Fig. 1: wires at chosen ports, followed through buffers
Scale: 6 px per micron.
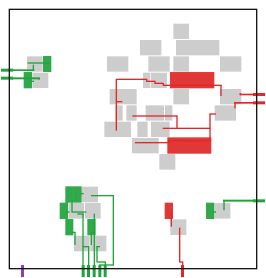
Fig. 2: clock wiring as the flow saved it
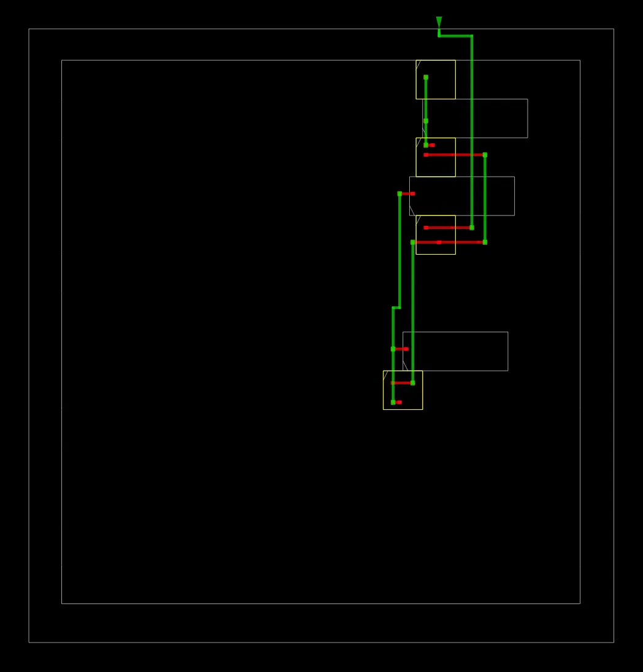
Fig. 3: power grid
Scale: 8 px per micron. Pins as bars on the die edge. Tap cells in gray.
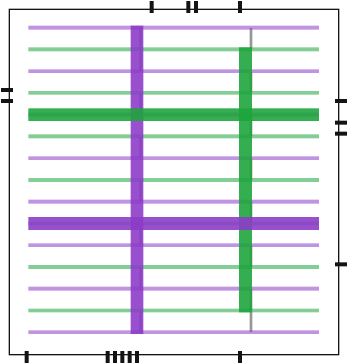
--- config.mk ---
export PLATFORM = sky130hd
export DESIGN_NAME = seq_detector
export DESIGN_NICKNAME = d
export VERILOG_FILES = /design/src/rtl/seq_det_pkg.sv /design/src/rtl/seq_det_cnt.sv /design/src/rtl/seq_detector.sv
export SDC_FILE = /design/constraint.sdc
export NUM_CORES = 1
export LEC_CHECK = 0
export CORE_AREA = 2 2 39 41
export CTS_BUF_LIST = sky130_fd_sc_hd__clkbuf_4 sky130_fd_sc_hd__clkbuf_8
export CTS_CLUSTER_DIAMETER = 150
export CTS_CLUSTER_SIZE = 24
export DETAILED_ROUTE_END_ITERATION = 6
export DIE_AREA = 0 0 41 43
export GPL_TIMING_DRIVEN = 0
export PLACE_DENSITY_LB_ADDON = 0.1
export SLEW_MARGIN = 20
export SYNTH_ARGS = -nofsm -noshare
export SYNTH_HDL_FRONTEND = slang
export SYNTH_SLANG_ARGS = --single-unit
--- constraint.sdc ---
create_clock -name clk -period 2.6 [get_ports clk]
set_input_delay 0.78 -clock clk [delete_from_list [all_inputs] [get_ports clk]]
set_output_delay 0.78 -clock clk [all_outputs]
set_load 0.02 [all_outputs]
--- src/rtl/seq_det_pkg.sv ---
// Shared constants and elaboration-time helpers for the serial pattern detector.
// Holds the KMP-style NEXT table, the match table and the NEXT_MATCH builders.
package seq_det_pkg;

    localparam int         MAX_W           = 16;
    localparam logic [3:0] DEFAULT_PATTERN = 4'b1011;

    // Entry index is {state, x}; entries are wide enough for the largest state.
    typedef logic [4:0]             nstate_t;
    typedef nstate_t [2*MAX_W-1:0]  next_tbl_t;
    typedef logic [2*MAX_W-1:0]     match_tbl_t;

    function automatic int clog2(input int v);
        int r;
        r = 0;
        for (int i = 0; i < 31; i++) begin
            if ((32'sd1 <<< i) < v) begin
                r = i + 1;
            end
        end
        return r;
    endfunction

    // Longest pattern prefix (shorter than the pattern) that ends the history
    // "first k pattern bits followed by x"; also covers the border after a match.
    function automatic next_tbl_t build_next(input logic [MAX_W-1:0] pat, input int pat_w);
        next_tbl_t      tbl;
        logic [MAX_W:0] h;
        bit             ok;
        int             best;
        tbl = '0;
        for (int k = 0; k < MAX_W; k++) begin
            for (int xb = 0; xb < 2; xb++) begin
                if (k < pat_w) begin
                    h = '0;
                    for (int j = 0; j < k; j++) begin
                        h[j] = pat[pat_w-1-j];
                    end
                    h[k] = (xb != 0);
                    best = 0;
                    for (int l = 1; l < pat_w; l++) begin
                        if (l <= k + 1) begin
                            ok = 1'b1;
                            for (int m = 0; m < l; m++) begin
                                if (h[k+1-l+m] != pat[pat_w-1-m]) begin
                                    ok = 1'b0;
                                end
                            end
                            if (ok) begin
                                best = l;
                            end
                        end
                    end
                    tbl[k*2+xb] = nstate_t'(best);
                end
            end
        end
        return tbl;
    endfunction

    function automatic match_tbl_t build_match(input logic [MAX_W-1:0] pat, input int pat_w);
        match_tbl_t tbl;
        tbl = '0;
        tbl[(pat_w-1)*2 + (pat[0] ? 1 : 0)] = 1'b1;
        return tbl;
    endfunction

    function automatic nstate_t next_match(input next_tbl_t tbl, input logic [MAX_W-1:0] pat,
                                           input int pat_w, input bit overlap);
        nstate_t r;
        if (overlap) begin
            r = tbl[(pat_w-1)*2 + (pat[0] ? 1 : 0)];
        end else begin
            r = 5'd0;
        end
        return r;
    endfunction

endpackage

--- src/rtl/seq_det_cnt.sv ---
// Saturating match counter with clear taking priority over increment.
module seq_det_cnt #(
    parameter int CNT_W = 8
) (
    input  logic             clk,
    input  logic             rst,
    input  logic             inc,
    input  logic             clr,
    output logic [CNT_W-1:0] cnt
);

    logic [CNT_W-1:0] cnt_r;

    // Counter register: reset/clear to zero, otherwise count up and stick at all-ones.
    always_ff @(posedge clk) begin
        if (rst || clr) begin
            cnt_r <= '0;
        end else if (inc && !(&cnt_r)) begin
            cnt_r <= cnt_r + {{(CNT_W-1){1'b0}}, 1'b1};
        end else begin
            cnt_r <= cnt_r;
        end
    end

    assign cnt = cnt_r;

endmodule

--- src/rtl/seq_detector.sv ---
// Parametrised serial pattern detector with KMP recovery and registered det pulse.
// Optional match counter enabled by defining SEQ_DET_CNT_EN.
module seq_detector
    import seq_det_pkg::*;
#(
    parameter int               PAT_W   = 4,
    parameter logic [PAT_W-1:0] PATTERN = PAT_W'(DEFAULT_PATTERN),
    parameter bit               OVERLAP = 1'b1,
    parameter int               CNT_W   = 8,
    localparam int              SW      = clog2(PAT_W + 1)
) (
    input  logic             clk,
    input  logic             rst,
    input  logic             x,
    input  logic             x_valid,
    input  logic             cnt_clr,
    output logic             det,
    output logic [SW-1:0]    state,
    output logic [CNT_W-1:0] match_cnt
);

    localparam logic [MAX_W-1:0] PAT_EXT    = MAX_W'(PATTERN);
    localparam next_tbl_t        NEXT       = build_next(PAT_EXT, PAT_W);
    localparam match_tbl_t       MATCH      = build_match(PAT_EXT, PAT_W);
    localparam nstate_t          NEXT_MATCH = next_match(NEXT, PAT_EXT, PAT_W, OVERLAP);

    logic [SW-1:0] state_r;
    logic [SW-1:0] next_s;
    logic [4:0]    idx_s;
    logic          match_s;
    logic          det_r;

    // Next-state and match lookup, indexed by {state, x}.
    always_comb begin
        idx_s   = 5'({state_r, x});
        match_s = MATCH[idx_s];
        if (match_s) begin
            next_s = NEXT_MATCH[SW-1:0];
        end else begin
            next_s = NEXT[idx_s][SW-1:0];
        end
    end

    // State and det registers; invalid cycles hold state and drop det.
    always_ff @(posedge clk) begin
        if (rst) begin
            state_r <= '0;
            det_r   <= 1'b0;
        end else if (x_valid) begin
            state_r <= next_s;
            det_r   <= match_s;
        end else begin
            state_r <= state_r;
            det_r   <= 1'b0;
        end
    end

    assign state = state_r;
    assign det   = det_r;

`ifdef SEQ_DET_CNT_EN
    logic inc_s;
    assign inc_s = x_valid & match_s;

    seq_det_cnt #(
        .CNT_W (CNT_W)
    ) u_cnt (
        .clk (clk),
        .rst (rst),
        .inc (inc_s),
        .clr (cnt_clr),
        .cnt (match_cnt)
    );
`else
    logic unused_cnt_clr_s;
    assign unused_cnt_clr_s = cnt_clr;
    assign match_cnt        = '0;
`endif

endmodule

==> deck_impl_summary.md <==
Physical Implementation Snapshot

Critical path
  • Cells along the critical path: clkdlybuf4s50_1
  • CP arrival: 1.24 ns
  • Crit path from: state[1]
  • Worst reg2reg path startpoint: state[0]
  • R2R Path End: state[1]
  • Startpoint Class: register
  • Crit path to: state[1]

Finish
  • Final non-clock buffer share: 35.9%
  • Ant diodes: 0
  • Inverters: 2
  • Nets@finish: 50
  • Buffers, non-clock: 15
  • Util after Layout: 25.7%
  • Comb area: 110 sq um
  • Max FFs per register: 2
  • Clock tree cell share of total cell area: 8.45%
  • Share of layout cells above drive strength 1: 31.0%

Global route
  • Routing usage on met3: 1.57%
  • First-pass GRT wire length: 531 microns
  • Initial antenna violation count: 0
  • Global Route met2 Usage: 7.50%
  • Largest net degree at the start of global routing: 6

CTS
  • Post-CTS Setup Bufs: 0
  • Max Root-Sink Buffers: 2
  • Cts hold-fix bufs: 0
  • CTS H-tree lvls: 1
  • Clock Sinks: 3
  • CTS tree: built

Floorplan
  • Rows: 14
  • Fp util: 15.6%
  • Chip area: 1760 sq um
  • Core area: 1380 sq um
  • Die width: 41 microns

Timing
  • Final Critical Period: 2.02 ns
  • Min Hold Slack: 0.544 ns
  • Hold Violations, Final: 0
  • Max-slew violations: 0

Logic synthesis
  • Dominant combinational family: buffers and inverters
  • Adder share: 11.6%
  • Top-area cell share: 31.4%
  • Xor/xnor share of the synthesized area: 0%
  • Cell count after synthesis: 24
  • Cell Type Count: 12
  • Synth top cell by count: buf_4

Pwr
  • Power Combinational: 0.0388 mW
  • Switching pwr: 0.0454 mW

Detailed routing
  • WL per Instance: 6.31 microns
  • Post-route ant nets: 0
  • Drt initial violations: 0

Placed design
  • GP Congestion: 0.488
  • Placed cell area: 325 sq um
  • Placed Instances: 54

Hold path
  • Worst hold start: state[0]
  • Worst min path class: register to register

Run status
  • Outcome: finished, final reports clean

Flow run
  • Max_cap viols: 0
-- Fig. 1 (at the start) --
- cnt_clr: purple (bits 1; direction input; end cells 0; buffers 0)
- match_cnt: green (bits 8; direction output; end cells 8; buffers 8; wire 75.4 microns)
- state: red (bits 3; direction output; end cells 3; buffers 3; wire 80.4 microns)
Port Buffers: 6
I/O pin count: 17

-- Fig. 2 (at the start) --
total CTS buffers: 3
clkbuf count: 4

-- Fig. 3 (at the start) --
- VSS: purple
- VDD: green
- met5 straps: 2
- tap cells: 16
- met1 rails: 15
- met4 straps: 2

Power is estimated from default activity; no workload was simulated.
